[src/rtl/adder_seq_pkg.sv]
// Shared types and constants for the adder frame sequencer.
// ADDER_SEQ_CARRY_BYTE_EN adds a fifth TX byte that carries the adder carry-out.
package adder_seq_pkg;

  typedef enum logic [2:0] {
    IDLE     = 3'd0,
    RX_OPS   = 3'd1,
    LAUNCH   = 3'd2,
    WAIT_ADD = 3'd3,
    TX       = 3'd4
  } state_t;

  localparam int OP_BYTES = 8;

`ifdef ADDER_SEQ_CARRY_BYTE_EN
  localparam int TX_BYTES = 5;
`else
  localparam int TX_BYTES = 4;
`endif

  localparam logic [3:0] HDR_MAGIC_DEF = 4'hA;

endpackage

[src/rtl/uart_fall_det.sv]
// Registered falling-edge detector for a UART busy/status line.
module uart_fall_det (
  input  logic clk,
  input  logic rst_n,
  input  logic i_sig,
  output logic o_fall
);

  logic r_sig_q;

  always_ff @(posedge clk or negedge rst_n) begin
    if (!rst_n) r_sig_q <= 1'b0;
    else        r_sig_q <= i_sig;
  end

  assign o_fall = r_sig_q & ~i_sig;

endmodule

[src/rtl/adder_frame_sequencer.sv]
// Frame sequencer: header + 8 operand bytes in, launches the selected adder, streams the sum out MSB first.
// Define ADDER_SEQ_CARRY_BYTE_EN to append {7'b0, cout} as a fifth TX byte.
module adder_frame_sequencer
  import adder_seq_pkg::*;
#(
  parameter int         RX_GAP_CYC  = 1_000_000,
  parameter int         ADD_MAX_CYC = 64,
  parameter logic [3:0] HDR_MAGIC   = HDR_MAGIC_DEF
) (
  input  logic        sys_clk,
  input  logic        rst_n,
  input  logic        rx_status,
  input  logic [7:0]  rx_d_out,
  input  logic        tx_status,
  output logic        tx_en,
  output logic [7:0]  tx_d_in,
  output logic [31:0] op_a,
  output logic [31:0] op_b,
  output logic [1:0]  adder_sel,
  output logic        add_start,
  input  logic        add_done,
  input  logic [31:0] sum,
  input  logic        cout,
  input  logic        err_clr,
  output logic        busy,
  output logic        err_hdr,
  output logic        err_rx_to,
  output logic        err_add_to,
  output logic [15:0] frame_cnt
);

  logic                    w_rx_evt;
  logic                    w_tx_evt;
  state_t                  r_state;
  logic [2:0]              r_rx_idx;
  logic [2:0]              r_tx_idx;
  logic [31:0]             r_gap_cnt;
  logic [31:0]             r_wd_cnt;
  logic [31:0]             r_op_a;
  logic [31:0]             r_op_b;
  logic [1:0]              r_sel;
  logic [31:0]             r_sum;
  logic [15:0]             r_frame_cnt;
  logic                    r_err_hdr;
  logic                    r_err_rx_to;
  logic                    r_err_add_to;
  logic                    w_hdr_ok;
  logic                    w_set_hdr;
  logic                    w_gap_exp;
  logic                    w_wd_exp;
  logic [1:0]              w_byte_pos;
  logic [8*TX_BYTES-1:0]   w_tx_word;
  logic [7:0]              w_tx_byte;

  uart_fall_det u_rx_det (.clk(sys_clk), .rst_n(rst_n), .i_sig(rx_status), .o_fall(w_rx_evt));
  uart_fall_det u_tx_det (.clk(sys_clk), .rst_n(rst_n), .i_sig(tx_status), .o_fall(w_tx_evt));

  assign w_hdr_ok   = (rx_d_out[7:4] == HDR_MAGIC);
  assign w_set_hdr  = (r_state == IDLE) && w_rx_evt && !w_hdr_ok;
  // A byte arriving in the expiry cycle takes priority over the timeout.
  assign w_gap_exp  = (r_state == RX_OPS) && !w_rx_evt && (r_gap_cnt == 32'(RX_GAP_CYC));
  assign w_wd_exp   = (r_state == WAIT_ADD) && !add_done && (r_wd_cnt == 32'(ADD_MAX_CYC));
  assign w_byte_pos = 2'd3 - r_rx_idx[1:0];

  always_ff @(posedge sys_clk or negedge rst_n) begin
    if (!rst_n) begin
      r_state     <= IDLE;
      r_rx_idx    <= '0;
      r_tx_idx    <= '0;
      r_gap_cnt   <= '0;
      r_wd_cnt    <= '0;
      r_op_a      <= '0;
      r_op_b      <= '0;
      r_sel       <= '0;
      r_sum       <= '0;
      r_frame_cnt <= '0;
    end else begin
      case (r_state)
        IDLE: begin
          if (w_rx_evt && w_hdr_ok) begin
            r_sel     <= rx_d_out[1:0];
            r_rx_idx  <= '0;
            r_gap_cnt <= '0;
            r_state   <= RX_OPS;
          end
        end
        RX_OPS: begin
          if (w_rx_evt) begin
            r_gap_cnt <= '0;
            if (r_rx_idx[2]) r_op_b[{w_byte_pos, 3'b000} +: 8] <= rx_d_out;
            else             r_op_a[{w_byte_pos, 3'b000} +: 8] <= rx_d_out;
            if (r_rx_idx == 3'(OP_BYTES - 1)) r_state <= LAUNCH;
            else                              r_rx_idx <= r_rx_idx + 3'd1;
          end else if (w_gap_exp) begin
            r_state <= IDLE;
          end else begin
            r_gap_cnt <= r_gap_cnt + 32'd1;
          end
        end
        LAUNCH: begin
          r_wd_cnt <= '0;
          r_state  <= WAIT_ADD;
        end
        WAIT_ADD: begin
          if (add_done) begin
            r_sum    <= sum;
            r_tx_idx <= '0;
            r_state  <= TX;
          end else if (w_wd_exp) begin
            r_state <= IDLE;
          end else begin
            r_wd_cnt <= r_wd_cnt + 32'd1;
          end
        end
        TX: begin
          if (w_tx_evt) begin
            if (r_tx_idx == 3'(TX_BYTES - 1)) begin
              r_tx_idx    <= '0;
              r_frame_cnt <= r_frame_cnt + 16'd1;
              r_state     <= IDLE;
            end else begin
              r_tx_idx <= r_tx_idx + 3'd1;
            end
          end
        end
        default: r_state <= IDLE;
      endcase
    end
  end

  // Sticky flags: a set in the same cycle as err_clr wins.
  always_ff @(posedge sys_clk or negedge rst_n) begin
    if (!rst_n) begin
      r_err_hdr    <= 1'b0;
      r_err_rx_to  <= 1'b0;
      r_err_add_to <= 1'b0;
    end else begin
      r_err_hdr    <= w_set_hdr | (r_err_hdr    & ~err_clr);
      r_err_rx_to  <= w_gap_exp | (r_err_rx_to  & ~err_clr);
      r_err_add_to <= w_wd_exp  | (r_err_add_to & ~err_clr);
    end
  end

`ifdef ADDER_SEQ_CARRY_BYTE_EN
  logic r_cout;

  always_ff @(posedge sys_clk or negedge rst_n) begin
    if (!rst_n)                               r_cout <= 1'b0;
    else if (r_state == WAIT_ADD && add_done) r_cout <= cout;
  end

  assign w_tx_word = {r_sum, 7'b0, r_cout};
`else
  logic w_unused_cout;

  assign w_unused_cout = cout;
  assign w_tx_word     = r_sum;
`endif

  always_comb begin
    w_tx_byte = '0;
    for (int i = 0; i < TX_BYTES; i++) begin
      if (r_tx_idx == 3'(i)) w_tx_byte = w_tx_word[8*(TX_BYTES-1-i) +: 8];
    end
  end

  assign tx_en      = (r_state == TX);
  assign tx_d_in    = w_tx_byte;
  assign op_a       = r_op_a;
  assign op_b       = r_op_b;
  assign adder_sel  = r_sel;
  assign add_start  = (r_state == LAUNCH);
  assign busy       = (r_state != IDLE);
  assign err_hdr    = r_err_hdr;
  assign err_rx_to  = r_err_rx_to;
  assign err_add_to = r_err_add_to;
  assign frame_cnt  = r_frame_cnt;

endmodule

[config.mk]
export PLATFORM = sky130hd
export DESIGN_NAME = adder_frame_sequencer
export DESIGN_NICKNAME = d
export VERILOG_FILES = /design/src/rtl/adder_seq_pkg.sv /design/src/rtl/uart_fall_det.sv /design/src/rtl/adder_frame_sequencer.sv
export SDC_FILE = /design/constraint.sdc
export NUM_CORES = 1
export LEC_CHECK = 0
export ABC_AREA = 1
export CAP_MARGIN = 20
export CELL_PAD_IN_SITES_DETAIL_PLACEMENT = 1
export CELL_PAD_IN_SITES_GLOBAL_PLACEMENT = 1
export CORE_MARGIN = 2
export CORE_UTILIZATION = 42
export CTS_CLUSTER_DIAMETER = 120
export DETAILED_ROUTE_END_ITERATION = 10
export PLACE_DENSITY = 0.89
export SYNTH_ARGS = -nofsm -noshare
export SYNTH_HDL_FRONTEND = slang
export SYNTH_HIERARCHICAL = 1
export SYNTH_SLANG_ARGS = --single-unit
[constraint.sdc]
create_clock -name sys_clk -period 3.88 [get_ports sys_clk]
set_input_delay 0.388 -clock sys_clk [delete_from_list [all_inputs] [get_ports sys_clk]]
set_output_delay 0.388 -clock sys_clk [all_outputs]
set_load 0.01 [all_outputs]
==> run_1/met1.png <==
Bar = 50 microns. Supply wires on this layer in gray.
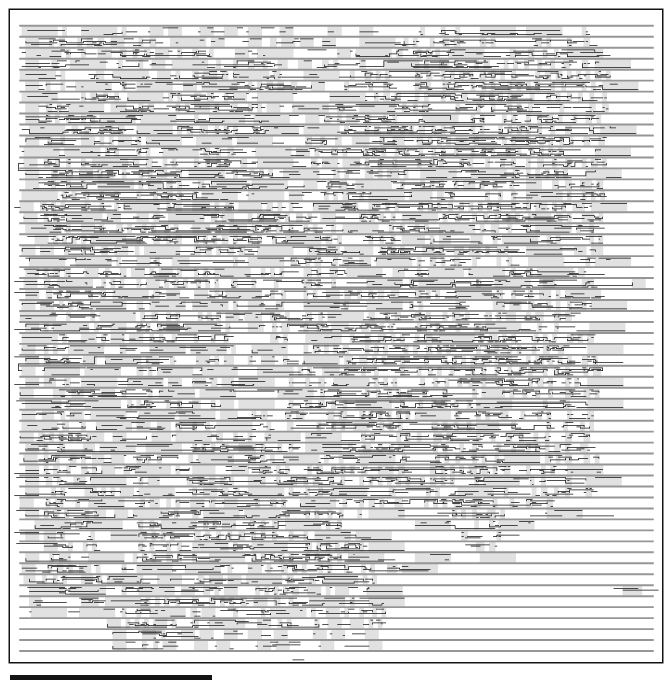
share of all routed wire = 41%
longest straight run = 42.3 microns

==> run_1/port_nets.png <==
Bar = 50 microns.
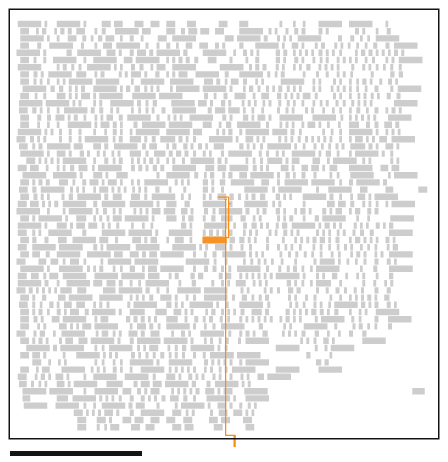
`err_rx_to` -> orange  # bits 1, direction output, edge bottom, end cells 1, buffers 1, wire 115 microns

==> run_1/registers.png <==
Bar = 50 microns. Other sequential cells in the stronger gray, the rest of the logic in the fainter gray.
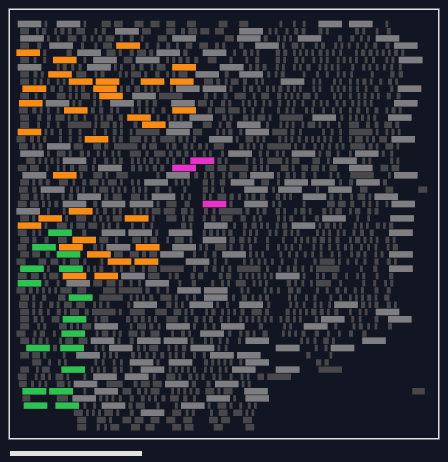
`frame_cnt` -> green  # placed flops 16
`op_b` -> orange  # placed flops 32
`r_state` -> magenta  # placed flops 3
not colored = 141

==> run_1/metal_stack.png <==
Only two layers are drawn.
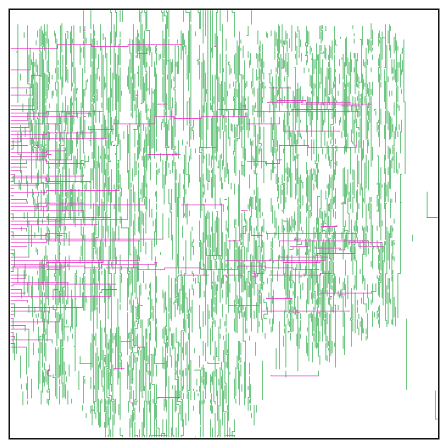
met2 -> green  # wire length 17200 microns
met3 -> magenta  # wire length 2140 microns

==> summary.txt, run 1 <==
Notes on the physical design

Ranked by total cell area, the synthesized netlist is headed by sky130_fd_sc_hd__dfrtp_1 (46%), sky130_fd_sc_hd__nand2_1 (20%), sky130_fd_sc_hd__nor2_1 (6.5%), sky130_fd_sc_hd__o21ai_1 (4.5%), sky130_fd_sc_hd__nand3_1 (4.1%). The number of nets with antenna violations after routing is 0. The total via count after detailed routing is 10242. The worst-case clock skew is 0.0186 ns.

In the synthesized netlist the dominant register cell turns out to be sky130_fd_sc_hd__dfrtp_1. The setup slack of the critical path after layout is 0.625 ns. The H-tree generated during clock tree synthesis spans 4 levels.

The share of layout cells above drive strength 1 is 5.58%. The average cell area after synthesis is 7.19 sq um. Per the run report, area growth between synthesis and finish was 22.1%. The power of the sequential group is 0.00252 W.

The number of placement rows is 57. The tree built by TritonCTS fans out to 192 sinks. In the Yosys report, the sequential cells make up 46.0% of the chip area. The worst register-to-register path has a depth of 9. The quantity of I/O buffers inserted on ports is 141. The combinational cell area excluding buffers and inverters is 5000 sq um.

The number of buffers created by CTS is 17. The via count of the first global-routing pass came to 11314. The tree is rooted in a sky130_fd_sc_hd__clkbuf_16.

The switching portion of total power comes to 40.2%. The data required time of the worst path is 3.49 ns. The end point of the critical path is tx_d_in[0].

Counting flops with a built-in enable in the synthesized netlist gives 0. The number of hold buffers added after CTS was 0. According to the finish report, the design has a final net count of 1644.

The die outline height is 162 microns. The portion of the clock cycle consumed by the worst path in the final layout is 83.9%. The region available for standard cell placement spans 24400 sq um. The overall fraction of global-route tracks in use is 27.2%. The cell count after synthesis is 1453. The flow ran to the end, and the final reports show no timing, DRC or antenna violations.

The routed layout reports a DRC error count of 0. The post-placement cell area is 12100 sq um. The iteration tally of the first detailed-router pass is 4. For reference, the final report shows the hold violation count at 0. The chip area line in the Yosys stat output reads 10400 sq um. The startpoint of the worst setup timing path is r_tx_idx[0]. Setup repair after global routing left no endpoint under its margin. Combinational logic is responsible for 33.4% of the overall power. The fill cell instance count of the final layout is 3162. The longest clock path from root to sink contains 2 buffers. In this run, flip-flops and latches consume 38.3% of the power. The tally of unique sky130hd cells used after synthesis is 33. The post-synth register bit count is 192. The final weighted congestion in routability-driven placement is 0.863. Once detailed placement completed, the half-perimeter wirelength came to 24500 microns.

The area of all placed cells without fillers is 12700 sq um. The number of endpoints failing setup at the final stage is 0. STA lists the endpoint of the worst register-to-register path as r_wd_cnt[10]. The number of OpenROAD warnings is 37. The repair_antennas step left the layout with diodes totalling 0. Timing would allow up to 307 MHz. Checking max transition, the worst relative margin is 28.0%.

In this run the VDD rail shows a maximum IR drop of 0.279 mV. Power spread over the standard cell area amounts to 515 nW/um^2. The internal reg-to-reg setup slack is 1.02 ns.

The element type at the critical path end is an output pin. The critical path arrival is 2.87 ns. The ratio of routed vias to standard cells is 5.33. The synthesized design spends more area on one cell type than any other, namely sky130_fd_sc_hd__dfrtp_1. The total wire length after detailed routing is 34300 microns. The clock period could shrink to 3.26 ns. The number of setup buffers added after CTS is 0.
==> run 1: area by class of cell <==
cell class              instances  share of cell area, %
repair buffers                147                   11.5
well taps                     324                   3.18
clock inverters                14                   1.43
flip-flops and latches        192                   37.7
multi-input cells            1105                   39.3
clock buffers                  18                   3.45
inverters                     120                   3.53
==> run 1: metal layers <==
| layer | wire, microns | vias up | track usage [%] |
|---|---|---|---|
| met5 | 0 | - | 0 |
| met3 | 2140 | 65 | 8.04 |
| met4 | 857 | 0 | 9.09 |
| li1 | - | 4836 | - |
| met2 | 17200 | 227 | 47.5 |
| met1 | 14100 | 5114 | 32.0 |
==> run 1: metrics by stage <==
stage | total power, W | std cells
after floorplan | 0.00379 | 1453
final | 0.00657 | 1920
after global placement | 0.00462 | 1888
after detailed placement | 0.00472 | 1888
after CTS | 0.00660 | 1920
after global routing | 0.00693 | 1920
==> run 1: cell usage in the layout, fill, tap and decap left out, types with 3 or more instances in the layout <==
master and count:
sky130_fd_sc_hd__inv_1 109, sky130_fd_sc_hd__clkdlybuf4s50_1 140, sky130_fd_sc_hd__nand4_1 21, sky130_fd_sc_hd__o21ai_2 10
sky130_fd_sc_hd__nand2_1 566, sky130_fd_sc_hd__nor2_1 182, sky130_fd_sc_hd__nor2_4 6, sky130_fd_sc_hd__buf_4 6
sky130_fd_sc_hd__clkbuf_16 17, sky130_fd_sc_hd__xor2_1 22, sky130_fd_sc_hd__dfrtp_1 192, sky130_fd_sc_hd__o21ai_1 94
sky130_fd_sc_hd__o21ai_0 40, sky130_fd_sc_hd__xnor2_1 7, sky130_fd_sc_hd__inv_8 3, sky130_fd_sc_hd__a21oi_1 3
sky130_fd_sc_hd__or2_2 7, sky130_fd_sc_hd__nor2_2 6, sky130_fd_sc_hd__inv_2 11, sky130_fd_sc_hd__clkinv_8 6
sky130_fd_sc_hd__ha_1 14, sky130_fd_sc_hd__nor3_1 26, sky130_fd_sc_hd__nand3_1 86
==> run 1: sequential cells by signal, indices dropped and copies added (netlist names), 2 cells and up <==
name / count
adder_sel: 2
frame_cnt: 16
op_a: 32
op_b: 32
r_gap_cnt: 32
r_rx_idx: 3
r_state: 3
r_sum: 32
r_tx_idx: 3
r_wd_cnt: 32
==> run 1: logic make-up (layout without fill, tap and decap cells) <==
kind of cell	after synthesis	in the layout	share of synthesized area (%)
simple gates	913	913	36.2
fa+ha+maj	14	14	1.68
xor+xnor	29	29	2.43
compound gates	149	149	7.56
buf+inv	156	299	6.07
flops	192	192	46.0
==> run 1: critical path, stage by stage (launching register included) <==
cell                              delay (ns)
sky130_fd_sc_hd__dfrtp_1                0.41
sky130_fd_sc_hd__inv_1                  0.14
sky130_fd_sc_hd__ha_1                   0.17
sky130_fd_sc_hd__nand2_1                0.05
sky130_fd_sc_hd__nor2_1                 0.40
sky130_fd_sc_hd__nand2_1                0.12
sky130_fd_sc_hd__nand3_1                0.11
sky130_fd_sc_hd__o21ai_0                0.13
sky130_fd_sc_hd__o21ai_0                0.24
sky130_fd_sc_hd__clkdlybuf4s50_1        0.63
==> run_1/final_congestion.png <==
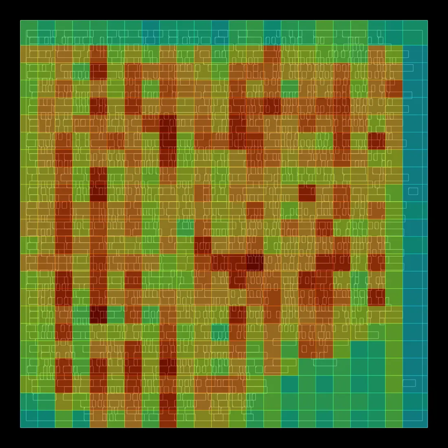

==> run 2: changes to the inputs <==
- CORE_UTILIZATION: 42 -> 36
- PLACE_DENSITY: 0.89 -> 0.81
- clock period: 3.88 -> 2.8 ns (I/O delays scaled with it)
==> run_2/final_congestion.png <==
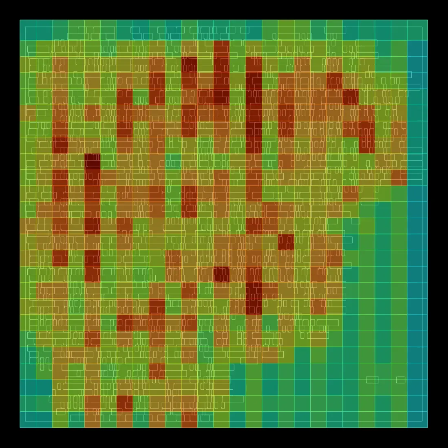
met2 track demand over resource: 38.8%
GRT Util Overall: 22.6%

==> summary.txt, run 2 <==
Notes on the physical design

The final critical path time including I/O delays and setup is 2.50 ns. The via count of the first global-routing pass is 10796. The cell sequence reported for the critical path is inv_1 > ha_1 > inv_1 > nand2_1 > nor2_4 > buf_4 > nand2_1 > nand3_1 > o21ai_0 > o21ai_0 > dlymetal6s2s_1. The count of library flops with an enable pin is 0. The library cell used most frequently in the layout, excluding fill and tap cells, is sky130_fd_sc_hd__nand2_1. Setup repair after global routing left no endpoint under its margin. The fill cell instance count of the final layout is 3572. Summing the sequential cell areas from Yosys gives 46.0% of the chip area. The average cell area after synthesis is 7.19 sq um. No sink is reached through more buffers than the 2 on the longest clock path. OpenROAD reports that the post-layout worst path occupies 89.4% of the period.

The worst setup path is captured at an output pin. The layout overhead on the synthesized area is 23.5%. For this run, the script counts the antenna cells in the layout as 0.

CTS built an H-tree with a depth of 4. The die outline height is 174 microns. The top cell types in the final layout, fill and taps aside, are sky130_fd_sc_hd__nand2_1 (565), sky130_fd_sc_hd__dfrtp_1 (192), sky130_fd_sc_hd__nor2_1 (180). The cell count after synthesis is 1453. The data required time of the worst path is 2.52 ns. CTS added clock buffers totalling 17. The net count of the finished layout is 1652. Per the synth log, the flip-flop and latch total comes to 192. The main area contributors are sky130_fd_sc_hd__dfrtp_1 (46%), sky130_fd_sc_hd__nand2_1 (20%), sky130_fd_sc_hd__nor2_1 (6.5%), sky130_fd_sc_hd__o21ai_1 (4.5%), sky130_fd_sc_hd__nand3_1 (4.1%). The logs give a warning total of 36. Of the cells placed in the final design, the portion with a size suffix greater than 1 is 6.11%.

The flow reported a cell area power density of 698 nW/um^2. The half-perimeter wire length after detailed placement is 24200 microns. The cell at the root of the clock tree is sky130_fd_sc_hd__clkbuf_16. IR analysis of the VDD net gives a maximum drop of 0.478 mV. In this run the tightest slew margin relative to its limit is 55.6%. The worst-case clock skew is 0.0167 ns.

The iteration tally of the first detailed-router pass is 5. After floorplanning, the core was divided into 62 placement rows. The cell with the largest stage delay on the worst path is sky130_fd_sc_hd__dfrtp_1. The depth of the worst register-to-register path is 10. The final weighted congestion in routability-driven placement is 0.889. The flow ran to the end, and the final reports show no timing, DRC or antenna violations. The post-synthesis cell type with the largest combined area is sky130_fd_sc_hd__dfrtp_1. The highest clock frequency the design can meet is 400 MHz.
==> run_2/metal_stack.png <==
Only two layers are drawn.
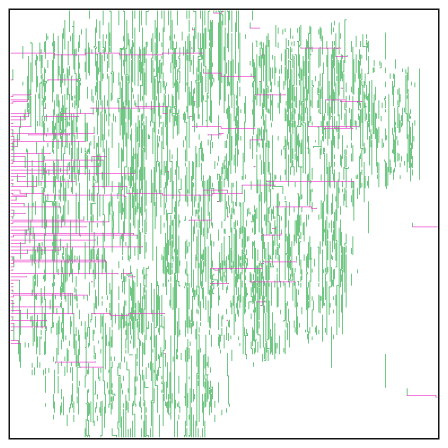
Final Routed Wirelength: 33400 microns
detail-routed net length per standard cell: 16.8 microns
routed vias: 10012

==> run 2: critical path, delay by kind of cell (launching register included) <==
kind	cells	cell delay (ns)
compound gates	2	0.27
flops	1	0.39
simple gates	4	0.37
buf+inv	4	0.58
fa+ha+maj	1	0.18
==> run 2: where the power goes <==
group | switching [W] | internal, W
Sequential | 0.000339 | 0.00319
Clock | 0.00125 | 0.00119
Combinational | 0.00197 | 0.00107
==> run 2: worst paths after layout <==
check | start | end | slack [ns]
worst max-delay path | r_tx_idx[1] | tx_d_in[1] | 0.30
worst min-delay path | rx_status | u_rx_det/r_sig_q | 0.33
worst max register to register | r_wd_cnt[0] | r_wd_cnt[20] | 0.55
worst min register to register | r_sum[8] | r_sum[8] | 0.48
max in group asynchronous | rst_n | op_a[6] | 1.63
min in group asynchronous | rst_n | r_gap_cnt[27] | 0.41
==> run 2: cells by family after synthesis <==
group                    count (synthesis)  synth area share [%]
AND/OR/NAND/NOR                        913                  36.2
flip-flops                             192                  46.0
buffers and inverters                  156                  6.07
AND-OR/OR-AND                          149                  7.56
XOR/XNOR                                29                  2.43
adder cells (fa/ha/maj)                 14                  1.68
==> run 2: what timing repair did <==
action,in CTS,in global routing
endpoints found under the setup margin,8,8
resized,3,12
hold endpoints to repair,62,0
hold buffers,1,0
pin swaps,0,0
setup buffers,0,1
==> run 2: area by class of cell <==
class	count	area (sq um)	share of cell area, %
Clock buffer	17	425	3.30
Clock inverter	14	148	1.14
Inverter	120	450	3.49
Multi-Input combinational cell	1105	5020	38.9
Sequential cell	192	4800	37.3
Tap cell	384	480	3.73
Timing Repair Buffer	155	1570	12.2
==> run 2: per-layer routing <==
metal | part of all wire (%) | track usage, % | routed length [microns]
met4 | 1.7 | 5.64 | 569
met5 | 0 | 0 | 0
met2 | 48 | 38.8 | 16100
met3 | 5.1 | 5.77 | 1700
met1 | 45 | 28.5 | 15000
==> run 2: through the flow <==
| stage | cells | instance area, sq um | total power [W] | setup WS [ns] | setup TNS, ns |
|---|---|---|---|---|---|
| final | 1987 | 12900 | 0.00900 | 0.298 | 0 |
| after detailed placement | 1954 | 12300 | 0.00657 | 0.329 | 0 |
| after CTS | 1986 | 12900 | 0.00908 | -0.0179 | -0.0242 |
| after global placement | 1954 | 12300 | 0.00646 | 0.388 | 0 |
| after floorplan | 1453 | 10400 | 0.00525 | 0.909 | 0 |
| after global routing | 1987 | 12900 | 0.00956 | 0.0483 | 0 |
Power is estimated from default activity; no workload was simulated.
